**src/rtl/uart_digit_rx.sv**
```systemverilog
// 8E1 UART receiver that feeds four BCD display digits. Bytes 0x00-0x09 shift
// in as a new rightmost digit, 0x0C clears the display, other values are ignored.
module uart_digit_rx #(
    parameter int CLKS_PER_BIT = 868
) (
    input  logic       Clk,
    input  logic       reset,
    input  logic       rx,
    output logic [3:0] digit1,
    output logic [3:0] digit2,
    output logic [3:0] digit3,
    output logic [3:0] digit4,
    output logic       byte_valid,
    output logic       parity_err,
    output logic       frame_err,
    output logic       busy
);

    localparam int HALF = CLKS_PER_BIT / 2;
    localparam int CW   = $clog2(CLKS_PER_BIT);

    localparam logic [CW-1:0] LAST_BIT  = CW'(CLKS_PER_BIT - 1);
    localparam logic [CW-1:0] LAST_HALF = CW'(HALF - 1);

    localparam logic [2:0] IDLE   = 3'd0;
    localparam logic [2:0] START  = 3'd1;
    localparam logic [2:0] DATA   = 3'd2;
    localparam logic [2:0] PARITY = 3'd3;
    localparam logic [2:0] STOP   = 3'd4;
    localparam logic [2:0] BREAK  = 3'd5;

    logic [2:0]    state;
    logic          sync1;
    logic          rx_s;
    logic [CW-1:0] cnt;
    logic [2:0]    bit_idx;
    logic [7:0]    shreg;
    logic          par_bit;
    logic          parity_ok;

    // Even parity: data plus parity bit must hold an even number of ones.
    assign parity_ok = ~(^{shreg, par_bit});
    assign busy      = (state != IDLE);

    always_ff @(posedge Clk) begin
        if (reset) begin
            state      <= IDLE;
            sync1      <= 1'b1;
            rx_s       <= 1'b1;
            cnt        <= '0;
            bit_idx    <= '0;
            shreg      <= '0;
            par_bit    <= 1'b0;
            digit1     <= '0;
            digit2     <= '0;
            digit3     <= '0;
            digit4     <= '0;
            byte_valid <= 1'b0;
            parity_err <= 1'b0;
            frame_err  <= 1'b0;
        end else begin
            sync1      <= rx;
            rx_s       <= sync1;
            byte_valid <= 1'b0;

            case (state)
                IDLE: begin
                    cnt <= '0;
                    if (!rx_s) begin
                        state <= START;
                    end
                end

                // Mid-bit check of the start bit filters short glitches.
                START: begin
                    if (cnt == LAST_HALF) begin
                        cnt <= '0;
                        if (rx_s) begin
                            state <= IDLE;
                        end else begin
                            state   <= DATA;
                            bit_idx <= '0;
                        end
                    end else begin
                        cnt <= cnt + CW'(1);
                    end
                end

                DATA: begin
                    if (cnt == LAST_BIT) begin
                        cnt     <= '0;
                        shreg   <= {rx_s, shreg[7:1]};
                        bit_idx <= bit_idx + 3'd1;
                        if (bit_idx == 3'd7) begin
                            state <= PARITY;
                        end
                    end else begin
                        cnt <= cnt + CW'(1);
                    end
                end

                PARITY: begin
                    if (cnt == LAST_BIT) begin
                        cnt     <= '0;
                        par_bit <= rx_s;
                        state   <= STOP;
                    end else begin
                        cnt <= cnt + CW'(1);
                    end
                end

                // Leaving at mid-stop lets a following start bit be seen on time.
                STOP: begin
                    if (cnt == LAST_BIT) begin
                        cnt <= '0;
                        if (rx_s) begin
                            state <= IDLE;
                            if (parity_ok) begin
                                byte_valid <= 1'b1;
                                parity_err <= 1'b0;
                                frame_err  <= 1'b0;
                                if (shreg <= 8'h09) begin
                                    digit1 <= digit2;
                                    digit2 <= digit3;
                                    digit3 <= digit4;
                                    digit4 <= shreg[3:0];
                                end else if (shreg == 8'h0C) begin
                                    digit1 <= '0;
                                    digit2 <= '0;
                                    digit3 <= '0;
                                    digit4 <= '0;
                                end
                            end else begin
                                parity_err <= 1'b1;
                            end
                        end else begin
                            frame_err <= 1'b1;
                            if (!parity_ok) begin
                                parity_err <= 1'b1;
                            end
                            state <= BREAK;
                        end
                    end else begin
                        cnt <= cnt + CW'(1);
                    end
                end

                BREAK: begin
                    cnt <= '0;
                    if (rx_s) begin
                        state <= IDLE;
                    end
                end

                default: state <= IDLE;
            endcase
        end
    end

endmodule

```
**config.mk**
```make
export PLATFORM = sky130hd
export DESIGN_NAME = uart_digit_rx
export DESIGN_NICKNAME = d
export VERILOG_FILES = /design/src/rtl/uart_digit_rx.sv
export SDC_FILE = /design/constraint.sdc
export NUM_CORES = 1
export LEC_CHECK = 0
export CAP_MARGIN = 30
export CORE_ASPECT_RATIO = 0.8
export CORE_MARGIN = 5
export CORE_UTILIZATION = 40
export CTS_CLUSTER_DIAMETER = 50
export DETAILED_ROUTE_END_ITERATION = 10
export GPL_ROUTABILITY_DRIVEN = 0
export SYNTH_ARGS = -nofsm -noshare
export SYNTH_HDL_FRONTEND = slang
export SYNTH_SLANG_ARGS = --single-unit
```
**constraint.sdc**
```tcl
create_clock -name Clk -period 5.5 [get_ports Clk]
set_input_delay 0.55 -clock Clk [delete_from_list [all_inputs] [get_ports Clk]]
set_output_delay 0.55 -clock Clk [all_outputs]
set_load 0.02 [all_outputs]
```
**Run 1: M1 wires**

The bar under the picture is 20 µm long.
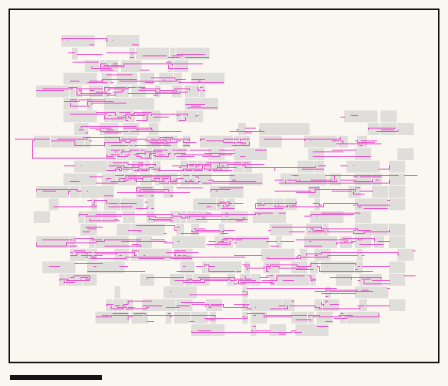
main direction: horizontal
longest straight run: 25.8 µm
share of all routed wire: 52%
wire length on this layer: 2190 µm
vias: 1634
total wire length: 4227 µm
GR Util met1: 17.43%

**Run 1: met2 routing**

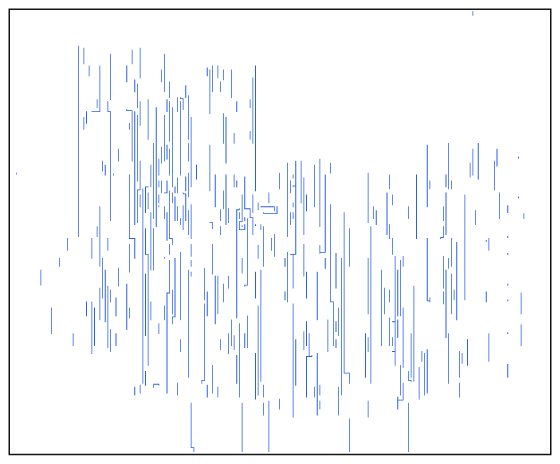
wire length on this layer: 1760 µm
nets with wire on the layer: 203
grt met2 use: 18.10%

==> results.yml, run 1 <==
# implementation run metrics
timing:
  finalMaxSlewViolations: 0
  fin_crit_sh_pct: 47.16
  rsz0062_at_grt: "false"
  skew_ns: 0.01218
  tns_ns: 0
  hold_ws_ns: 0.4134
  setup_viol: 0
  slew_headroom_pct: 41.31
  max_freq_mhz: 385.5
  final.min_clock_period_ns: 2.594
place:
  dpl_worst_slack_ns: 2.896
  dp_cells: 312
  place_area_um2: 2430
  hpwl_um: 2869
final_layout:
  drive_gt1_share_pct: 6.667
  stdcell_count: 320
  nets: 261
  diodes: 0
min_path:
  min_path_type: "reg -> reg"
logic_synthesis:
  syn-num-nets: 243
  ys_top_cells_by_count: "dfxtp_1, mux2i_1, nor2_1"
  muxShareOfSynthArea_pct: 11.47
  synth.most_common_cell: "dfxtp_1"
  syn_inst: 236
  syn_area_um2: 2182
  synth-edff-count: 0
  ys_chip_area_um2: 2182
  synth_flops: 46
  async_flop_share_pct: 0
  xor_share_pct: 7.053
  ys_sh_adder_pct: 2.294
  yosys.area_share.aoi_pct: 8.200
  post_synth_num_cell_types: 46
  flop_cell: "dfxtp_1"
  synthTopCellsByArea: "dfxtp_1, mux2i_1, nor2_1"
critical_path:
  cp_common_cell: "or3_1"
  crit_type: "reg -> reg"
  crit_arrival_ns: 2.74
  cp_max_fo: 16
  critPathCaptureType: "flip-flop"
  crit_slowest_cell: "or3_1"
  worstSetupStartpointType: "flip-flop"
floorplan:
  pin_count: 23
  dieArea_um2: 7041
  rows: 24
  die_h_um: 76.06
  initial_core_util_pct: 40.60
pwr:
  power.leakage_nw: 0.9547
  power_density_nw_per_um2: 290.0
detailed_routing:
  firstDrtPassIters: 5
  ant_nets: 0
  avgRoutedWirePerCell_um: 13.21
  drt_iter0_markers: 50
clock_network:
  clock_latency_ns: 0.30
  root_buffer: "clkbuf_8"
  cts-buffers-inserted: 5
  cts-resized-gates: 0
  clk_pin_slew_ns: 0.08
  clockBufferDepth: 2
  tritoncts: "built"
run:
  tool_warnings: 27
  maxCapViolCount: 0
grt:
  grt_overflow: 0
  grt_max_degree: 35
  antenna_found_initial: 0
  grt_pass1_vias: 1518
run_status:
  status: "finished, final reports clean"
**Run 1: met3 routing**

The bar under the picture is 20 µm long.
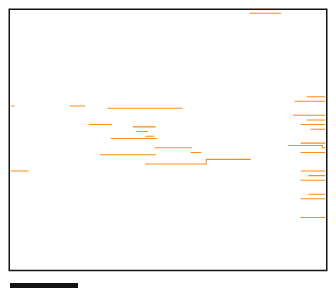
share of all routed wire: 5.5%
wire length on this layer: 234 µm
nets with wire on the layer: 25
longest straight run: 21.6 µm
main direction: horizontal

**Run 1: drive-strength map**

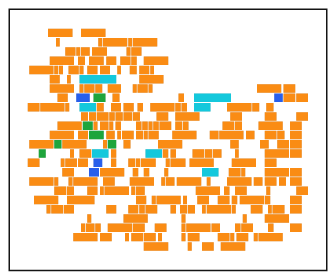
legend:
  green:
    size: _2 cells
    cells: 6
    share: 2.4%
    most_used: or2_2
  cyan:
    size: _6 and larger
    cells: 7
    share: 2.7%
    most_used: clkbuf_8
  blue:
    size: _3 and _4 cells
    cells: 4
    share: 1.6%
    most_used: buf_4
  orange:
    size: _0 and _1 cells
    cells: 238
    share: 93%
    most_used: dfxtp_1
area delta synth->final: 17.66%
bufs w/o clock: 24
fin area: 2567 µm²
final setup margin: 2.906 ns

run 1: report_power, final:
group          switching (mW)  leakage (nW)  internal (mW)
Sequential             0.0181         0.371          0.342
Clock                   0.116        0.0683          0.182
Combinational          0.0487         0.515         0.0379
Total                   0.183         0.955          0.561
run 1: state kept, by name (all words and copies together), names as in the netlist:
register and count:
frame_err 1, byte_valid 1, digit3 4, par_bit 1, digit2 4, parity_err 1, cnt 10, digit4 4
digit1 4, rx_s 1, shreg 8, sync1 1, state 3, bit_idx 3
run 1: final timing paths:
path,from,end,slack [ns],cells after the start
setup / recovery,cnt[2],digit1[0],2.91,5
hold / removal,sync1,rx_s,0.41,1
hold reg to reg,sync1,rx_s,0.41,1
setup reg to reg,cnt[2],digit1[0],2.91,5
run 1: per-layer routing:
| layer | share of wire (%) | vias to the layer above |
|---|---|---|
| met3 | 5.5 | 2 |
| met2 | 42 | 42 |
| met5 | 0 | - |
| li1 | - | 860 |
| met1 | 52 | 730 |
| met4 | 0.99 | 0 |
run 1: cells in the final DEF (no fill, tap or decap), types with 5 or more instances in the layout:
cell type / n
dfxtp_1: 46
nand2_1: 23
xnor2_1: 9
o21ai_0: 10
clkdlybuf4s50_1: 22
clkbuf_8: 5
nand3b_1: 9
xor2_1: 6
mux2i_1: 25
nor2_1: 24
a21oi_1: 7
nand2b_1: 8
nand3_1: 6
run 1: cell type report:
type / count / area (µm²)
flip-flops and latches: 46 / 920.9
multi-input cells: 172 / 1174
clock inverters: 3 / 68.82
clock buffers: 5 / 68.82
repair buffers: 24 / 235.2
inverters: 5 / 18.77
fillers: 509 / 2808
well taps: 65 / 81.33
run 1: worst reg2reg max path, cell delays in order (launching register included):
cell and delay [ns]:
dfxtp_1 0.35, or3b_4 0.43, or3_1 0.49, or2_0 0.27
or3_1 0.69, mux2i_1 0.23
==> run 2, diff against run 1 <==
- clock period: 5.5 -> 2.7 ns (I/O delays scaled with it)
**Run 2: met2 routing**

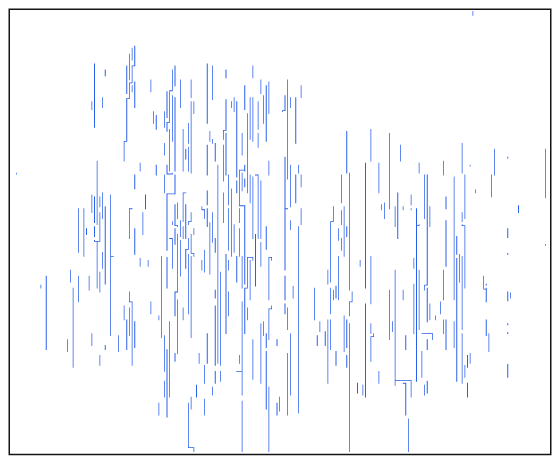
wire length on this layer: 1770 µm
main direction: vertical
total wire length: 4234 µm
vias: 1648
grt met2 use: 18.25%

**Run 2: met3 routing**

The bar under the picture is 20 µm long.
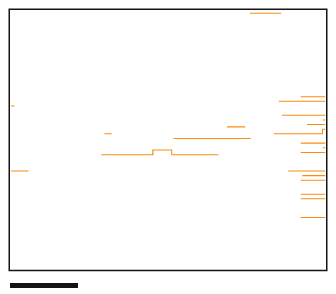
wire length on this layer: 193 µm
longest straight run: 22.3 µm
main direction: horizontal
nets with wire on the layer: 21

==> run 2 against run 1 <==
Area after synthesis unchanged. Combinational power increased by 100%. Via count increased by 0.86%. Register-to-register slack got worse by 2.6 ns. Cell count increased by 0.63%. Non-clock buffer count increased by 2.
==> results.yml, run 2 <==
# implementation run metrics
run_status:
  status: "finished, final reports clean"
final_layout:
  reg_top3: "cnt x10, shreg x8"
  areaGrowthSynthToFinish_pct: 16.40
  regMostFlops: "cnt"
  layout.cells.most_common: "dfxtp_1"
  largest_reg_flops: 10
  diodes: 0
  stdcell_count: 322
timing:
  rsz0062_at_grt: "false"
  setup_viol: 0
  finalMaxSlewViolations: 0
  tns_ns: 0
  max_freq_mhz: 422.7
  fin_crit_sh_pct: 87.62
critical_path:
  critPathCaptureType: "flip-flop"
  worstReg2RegStart: "cnt[8]"
  path_depth: 5
  ff2ff_setup_slack_ns: 0.33
  crit_type: "reg -> reg"
  reg2reg_depth: 5
  cp_max_fo: 7
  crit_slowest_cell: "or3_1"
pwr:
  pg_clk_mw: 0.434
  clkPwrFrac_pct: 32.3
  power.leakage_nw: 0.9425
  power_leader: "sequential cells"
  seq_power_share_pct: 54.6
  power_density_nw_per_um2: 528.9
  pg_seq_mw: 0.733
  p_int_mw: 0.9801
  power.share.combinational_pct: 13.2
place:
  place_area_um2: 2445
logic_synthesis:
  synth.most_common_cell: "dfxtp_1"
  syn-num-nets: 243
  syn_inst: 236
  post_synth_num_cell_types: 46
  async_flop_share_pct: 0
grt:
  grt_max_degree: 23
  grt_overflow: 0
  antenna_found_initial: 0
clock_network:
  tritoncts: "built"
  clk_pin_slew_ns: 0.09
  clockBufferDepth: 2
  cts-resized-gates: 0
floorplan:
  initial_core_util_pct: 40.60
  pin_count: 23
  rows: 24
  dieArea_um2: 7041
detailed_routing:
  avgRoutedWirePerCell_um: 13.15
  firstDrtPassIters: 4
run:
  maxCapViolCount: 0
  tool_warnings: 27
run 2: routing by layer:
layer | share of wire (%) | wire length, µm | vias to the layer above | GRT usage, %
met5 | 0 | 0 | - | 0
met4 | 0.85 | 36 | 0 | 3.858
met3 | 4.5 | 192 | 2 | 4.047
met2 | 42 | 1767 | 27 | 18.25
met1 | 53 | 2237 | 759 | 17.59
li1 | - | - | 860 | -
run 2: how the worst max path moves through the flow:
stage,startpoint,endpoint,slack (ns)
2_1_floorplan,cnt[8],digit2[0],0.44
3_3_place_gp,cnt[2],digit2[1],0.39
3_5_place_dp,cnt[8],state[0],0.34
4_1_cts,cnt[8],state[0],0.32
5_1_grt,cnt[8],state[0],0.19
6_report,cnt[8],state[0],0.33
run 2: metrics by stage:
stage               setup slack (ns)  hold slack, ns
finish                        0.3342          0.4271
global route                  0.1946          0.4488
CTS                           0.3248          0.4360
detailed placement            0.3441          0.4095
global placement              0.3882          0.3936
floorplan                     0.4350          0.3738
run 2: logic make-up (layout without fill, tap and decap cells):
kind of cell    Yosys count  in the layout  share of synthesized area (%)
buf+inv                  18             39                          4.300
mux                      25             25                          11.47
simple gates             99             99                          24.48
xor+xnor                 16             16                          7.053
flops                    46             46                          42.20
fa+ha+maj                 4              4                          2.294
compound gates           28             28                          8.200
run 2: worst reg2reg max path: cells and delay by family (launching register included):
kind	cells	cell delay, ns
flops	1	0.36
simple gates	3	1.39
compound gates	2	0.55
run 2: final cells by class:
class                      instances  area (µm²)
fill                             514        2835
multi-input combinational        172        1174
sequential                        46       920.9
timing repair buffer              26       250.2
clock buffer                       6       82.58
tap                               65       81.33
inverter                           5       18.77
clock inverter                     2       12.51
Power and IR drop assume default switching activity.
